File: src/rtl/cnt_bits_seq.sv
// cnt_bits_seq
// ------------
// Sequential population counter. Counts the bits of an IN-bit word that equal
// ACT, handling CHUNK bits per clock so that wide words never need a
// single-cycle adder tree. A word is accepted with a valid/ready handshake. It
// is counted over NCHUNK cycles. The result is then held until the consumer
// takes it.
//
// Optional feature: define CNT_BITS_SEQ_ACC_EN to build a saturating running
// accumulator of all delivered results. When the macro is not defined, acc and
// acc_ovf are tied to zero and acc_clr is ignored.
//
// Parameters:
//   IN     input word width
//   CHUNK  bits counted per cycle
//   ACT    bit value that is counted
//   ACCW   accumulator width
//
// Ports:
//   clk        rising-edge clock
//   reset      asynchronous active-high reset
//   in_valid   producer has a word
//   in_ready   block is idle and can accept a word
//   in         word to count
//   out_valid  result available
//   out_ready  consumer accepts the result
//   out        count result, held stable while out_valid is high
//   busy       block is not idle
//   acc_clr    synchronous accumulator clear
//   acc        running sum of delivered results
//   acc_ovf    sticky flag, set when the accumulator saturates
module cnt_bits_seq #(
  parameter int   IN    = 32,
  parameter int   CHUNK = 8,
  parameter logic ACT   = 1'b1,
  parameter int   ACCW  = 16,
  localparam int  OUT   = $clog2(IN) + 1
) (
  input  logic            clk,
  input  logic            reset,
  input  logic            in_valid,
  output logic            in_ready,
  input  logic [IN-1:0]   in,
  output logic            out_valid,
  input  logic            out_ready,
  output logic [OUT-1:0]  out,
  output logic            busy,
  input  logic            acc_clr,
  output logic [ACCW-1:0] acc,
  output logic            acc_ovf
);

  localparam int NCHUNK = (IN + CHUNK - 1) / CHUNK;
  localparam int TOTW   = NCHUNK * CHUNK;
  localparam int CW     = $clog2(NCHUNK) + 1;

  localparam logic [1:0] S_IDLE = 2'd0;
  localparam logic [1:0] S_CNT  = 2'd1;
  localparam logic [1:0] S_DONE = 2'd2;

  logic [1:0]      state;
  logic [TOTW-1:0] shreg;
  logic [TOTW-1:0] padded;
  logic [OUT-1:0]  sum;
  logic [OUT-1:0]  chunk_cnt;
  logic [OUT-1:0]  sum_next;
  logic [CW-1:0]   idx;
  logic            last_chunk;

  // The handshake flags come straight from the state register. They have no
  // combinational path from in_valid or out_ready.
  assign in_ready  = (state == S_IDLE);
  assign out_valid = (state == S_DONE);
  assign busy      = (state != S_IDLE);

  // When IN is not a multiple of CHUNK, the last chunk is filled with ~ACT.
  // Those filler bits can then never add to the count.
  always_comb begin
    padded         = {TOTW{~ACT}};
    padded[IN-1:0] = in;
  end

  // Count the ACT-valued bits in the lowest chunk of the shift register.
  always_comb begin
    chunk_cnt = '0;
    for (int i = 0; i < CHUNK; i++) begin
      chunk_cnt = chunk_cnt + OUT'(shreg[i] == ACT);
    end
  end

  assign sum_next   = sum + chunk_cnt;
  assign last_chunk = (idx == CW'(NCHUNK - 1));

  // Main FSM. The result register is loaded with the final partial sum in
  // the same cycle that the last chunk is added. This makes out_valid rise
  // exactly NCHUNK edges after the word is accepted.
  always_ff @(posedge clk or posedge reset) begin
    if (reset) begin
      state <= S_IDLE;
      shreg <= '0;
      sum   <= '0;
      idx   <= '0;
      out   <= '0;
    end else begin
      case (state)
        S_IDLE: begin
          if (in_valid) begin
            shreg <= padded;
            sum   <= '0;
            idx   <= '0;
            state <= S_CNT;
          end
        end
        S_CNT: begin
          shreg <= shreg >> CHUNK;
          sum   <= sum_next;
          idx   <= idx + CW'(1);
          if (last_chunk) begin
            out   <= sum_next;
            state <= S_DONE;
          end
        end
        S_DONE: begin
          if (out_ready) state <= S_IDLE;
        end
        default: state <= S_IDLE;
      endcase
    end
  end

`ifdef CNT_BITS_SEQ_ACC_EN
  localparam int AW1 = ACCW + 1;

  logic           handshake;
  logic [AW1-1:0] acc_sum;

  assign handshake = out_valid && out_ready;
  assign acc_sum   = AW1'(acc) + AW1'(out);

  // Saturating accumulator. A clear that coincides with a handshake restarts
  // the sum from the result being delivered, so that result is not lost.
  always_ff @(posedge clk or posedge reset) begin
    if (reset) begin
      acc     <= '0;
      acc_ovf <= 1'b0;
    end else if (acc_clr && handshake) begin
      acc     <= ACCW'(out);
      acc_ovf <= 1'b0;
    end else if (acc_clr) begin
      acc     <= '0;
      acc_ovf <= 1'b0;
    end else if (handshake) begin
      if (acc_sum[ACCW]) begin
        acc     <= '1;
        acc_ovf <= 1'b1;
      end else begin
        acc <= acc_sum[ACCW-1:0];
      end
    end
  end
`else
  logic unused_acc_clr;

  assign acc            = '0;
  assign acc_ovf        = 1'b0;
  assign unused_acc_clr = acc_clr;
`endif

endmodule

File: config.mk
export PLATFORM = sky130hd
export DESIGN_NAME = cnt_bits_seq
export DESIGN_NICKNAME = d
export VERILOG_FILES = /design/src/rtl/cnt_bits_seq.sv
export SDC_FILE = /design/constraint.sdc
export NUM_CORES = 1
export LEC_CHECK = 0
export CAP_MARGIN = 15
export CORE_MARGIN = 3
export CORE_UTILIZATION = 30
export DETAILED_ROUTE_END_ITERATION = 16
export GPL_TIMING_DRIVEN = 0
export SYNTH_ARGS = -nofsm -noshare
export SYNTH_HDL_FRONTEND = slang
export SYNTH_SLANG_ARGS = --single-unit
File: constraint.sdc
create_clock -name clk -period 6.3 [get_ports clk]
set_input_delay 1.26 -clock clk [delete_from_list [all_inputs] [get_ports clk]]
set_output_delay 1.26 -clock clk [all_outputs]
set_load 0.01 [all_outputs]
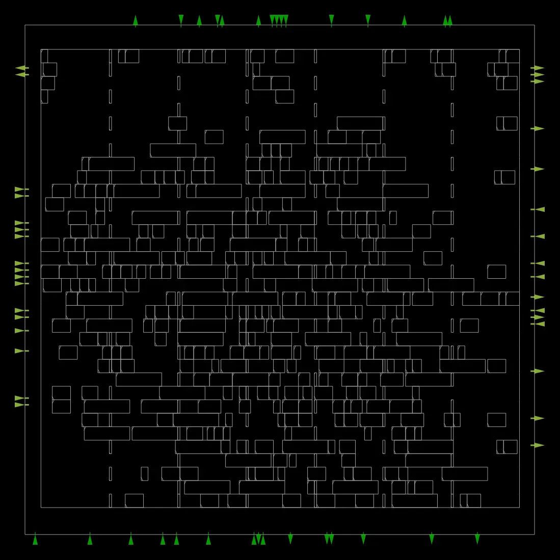
**Above:** run 1 (cell placement).
Core Area: 0.00893 mm2
row count: 34
Seq area share: 34.5%
Non-Filler Instances: 469

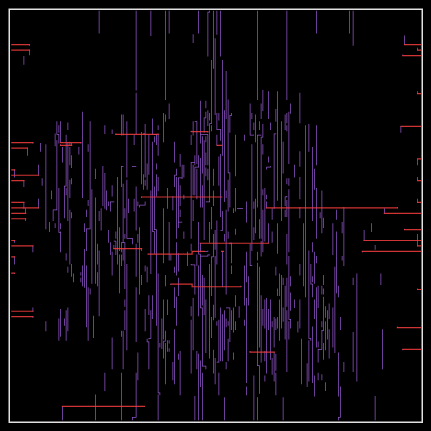
**Above:** run 1 (routed metal, one colour a layer).
Drawn at 4 px/um. Two of the layers only.
- red: M3 (wire length 292 um)
- purple: M2 (wire length 3380 um)

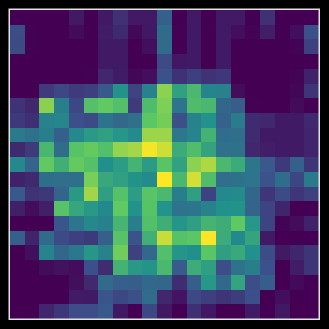
**Above:** run 1 (wiring heat map).
Drawn at 3 px/um. 21 x 21 tiles, from dark purple (low) to yellow (high), scaled to the fullest tile. Values are wire area over tile area, all layers added.
- densest ninth of the die: middle
- nearly empty tiles: 24%
- tiles over half the peak: 23%
- fullest tile: 0.37
- mean over tiles: 0.10
- emptiest ninth of the die: top right

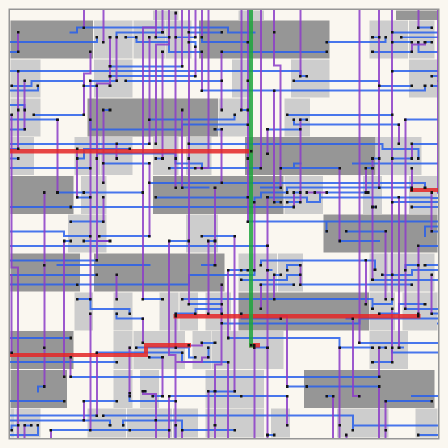
**Above:** run 1 (zoomed window).
Region (36, 36) to (66, 66) um. Cells in grey, sequential cells in the stronger grey; small squares are vias.
- green: M4
- purple: M2
- blue: M1
- red: M3
- netlist names of flops here include: `shreg` (8)
- cells with their middle in the window: 60
- sequential cells in the window: 10
- most frequent: a22oi_1 (10), dfrtp_1 (10), clkbuf_1 (8)

==> summary.txt, run 1 <==
Leading power group - combinational logic
post-route ant nets - 0
Syn Std Cell Area - 0.00281 mm2
global-route wire length before repair - 12000 um
yosys xor share - 0.311%
placed inst area - 0.00347 mm2
Clock group - 184 uW
CTS root buf - clkbuf_8
Yosys Instances - 292
DP Worst Slack - 2960 ps
status - finished clean
setup total negative slack - 0 ps
M1 wire length - 3300 um
most used logic cell in the final layout - dfrtp_1
Final Util - 39.8%
Post-Route WL - 7040 um
die area - 0.0106 mm2
cts bufs inserted - 5
post-route minimum period - 3320 ps
metal2 WL - 3380 um
htree depth - 2
Top area cell types - dfrtp_1, a22oi_1, nor2b_1, buf_4, a21oi_1
Ports - 63
crit path DRT - 6470 ps
crit-path max FO - 3
Yosys top cell by instances - dfrtp_1
port buffer count - 44
Critical Path Sink - out[4]
distinct cell type count after synthesis - 33
final instance area - 0.00355 mm2
P_sw - 647 uW
drt pass-1 iters - 5
clk cell area share - 2.32%
dpl cells - 461
Cells after Synth - 292
power per cell area - 432 mW/mm2
RePlAce Congestion - 0.776
final hold slack - 487 ps
pin count of the biggest net entering global routing - 40
Switching Fraction - 42.1%
Peak Freq - 301 MHz
Avg Vias per Cell - 4.86
Worst-path clk slew - 90 ps
Register-to-Register Path Depth - 11
Synth area leader - dfrtp_1
sequential cells - 49
post_cts resized - 0
logic share of the area - 38.1%
top-area cell type share of the netlist area - 43.6%
post-synthesis adder-cell area fraction - 7.11%
Floorplan Utilization - 31.5%
Worst-Margin Slew - 518 ps
Non-CTS buffers - 82
share of cells above drive strength 1 - 11.6%
RR Endpoint - out[4]
metal3 WL - 292 um
Multi-In Gates - 206
CTS tree - done
Worst Setup End Kind - register
biggest regs - shreg: 32 flops, out: 6 flops, sum: 6 flops
GRT busiest layer - met2
initial antenna violation count - 0
grt met2 use - 23.8%
CP max-delay cell - fa_1
CTS max path bufs - 2
critical path startpoint - shreg[0]
Simple Share, Synth - 13.2%
logic area - 0.00135 mm2
flip-flops with a built-in enable - 0
Syn-to-layout area delta - 26.2%
CP Data Arrival Time - 3500 ps
Initial DRC Count - 137
Clock Power Share - 12.0%
nonclk inv count - 16
Largest register FFs - 32
ys flop type - dfrtp_1
Worst setup SP type - register
Antenna diodes - 0
**Run 1: gate-type map**

Drawn at 4 px/um.
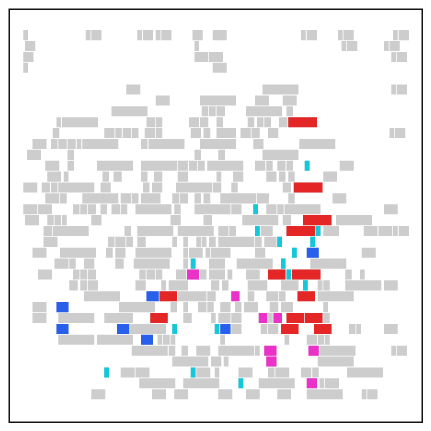

==> run 2: changes to the inputs <==
==> constraint.sdc (replaced) <==
create_clock -name clk -period 3.3 [get_ports clk]
set_input_delay 0.66 -clock clk [delete_from_list [all_inputs] [get_ports clk]]
set_output_delay 0.66 -clock clk [all_outputs]
set_load 0.01 [all_outputs]
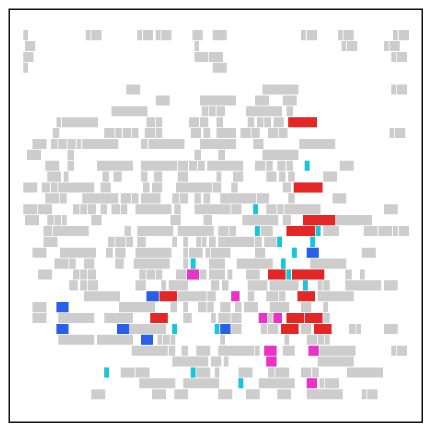
**Above:** run 2 (gate-type map).
Drawn at 4 px/um.
- cyan: inv cells (cells 16)
- magenta: and/or cells (cells 8)
- red: fa/ha/maj cells (cells 13)
- blue: non-inverting ao/oa cells (cells 7)

==> run 2 against run 1 <==
- core utilization grew 0.48 points
- combinational power grew 110%
- worst setup slack lost 2900 ps
- synthesized area is the same
- critical endpoint is now sum[4]
- largest cell class unchanged
==> summary.txt, run 2 <==
Non-CTS buffers - 85 (+3.7%)
Avg Vias per Cell - 4.86 (about the same)
Worst Setup End Kind - register
power per cell area - 866 mW/mm2 (+100%)
final hold slack - 487 ps (-0.0310 ps)
ys flop type - dfrtp_1
Antenna diodes - 0 (unchanged)
RR Endpoint - sum[4]
Clock group - 351 uW (+91%)
Multi-In Gates - 206 (unchanged)
Post-Route WL - 7070 um (+0.50%)
CTS max path bufs - 2 (unchanged)
Final Util - 40.2% (+0.48 points)
P_sw - 1.30 mW (+100%)
Synth area leader - dfrtp_1
setup total negative slack - 0 ps (unchanged)
metal3 WL - 271 um (-7.2%)
Top area cell types - dfrtp_1, a22oi_1, nor2b_1, buf_4, a21oi_1
die area - 0.0106 mm2 (unchanged)
pin count of the biggest net entering global routing - 40 (unchanged)
M1 wire length - 3320 um (+0.64%)
critical path startpoint - shreg[0]
Ports - 63 (unchanged)
CP Data Arrival Time - 3420 ps (-80 ps)
biggest regs - shreg: 32 flops, out: 6 flops, sum: 6 flops
post-route minimum period - 3200 ps (-119 ps)
dpl cells - 461 (unchanged)
Switching Fraction - 41.7% (-0.41 points)
drt pass-1 iters - 4 (-1)
top-area cell type share of the netlist area - 43.6% (unchanged)
htree depth - 2 (unchanged)
row count - 34 (unchanged)
Register-to-Register Path Depth - 11 (unchanged)
global-route wire length before repair - 12000 um (+0.58%)
crit path DRT - 3520 ps (-2950 ps)
status - finished clean
Largest register FFs - 32 (unchanged)
nonclk inv count - 16 (unchanged)
Core Area - 0.00893 mm2 (unchanged)
Critical Path Sink - sum[4]
initial antenna violation count - 0 (unchanged)
DP Worst Slack - -40.2 ps (-3000 ps)
share of cells above drive strength 1 - 13.7% (+2.1 points)
Syn-to-layout area delta - 27.7%
metal2 WL - 3410 um (+1.0%)
Yosys top cell by instances - dfrtp_1
CTS tree - done
Worst-path clk slew - 90 ps (about the same)
Syn Std Cell Area - 0.00281 mm2 (unchanged)
Peak Freq - 312 MHz (+3.7%)
most used logic cell in the final layout - dfrtp_1
yosys xor share - 0.311% (unchanged)
logic share of the area - 38.2% (+0.11 points)
Leading power group - combinational logic
grt met2 use - 23.8% (+0.050 points)
clk cell area share - 2.30% (-0.028 points)
Power is estimated from default activity; no workload was simulated.
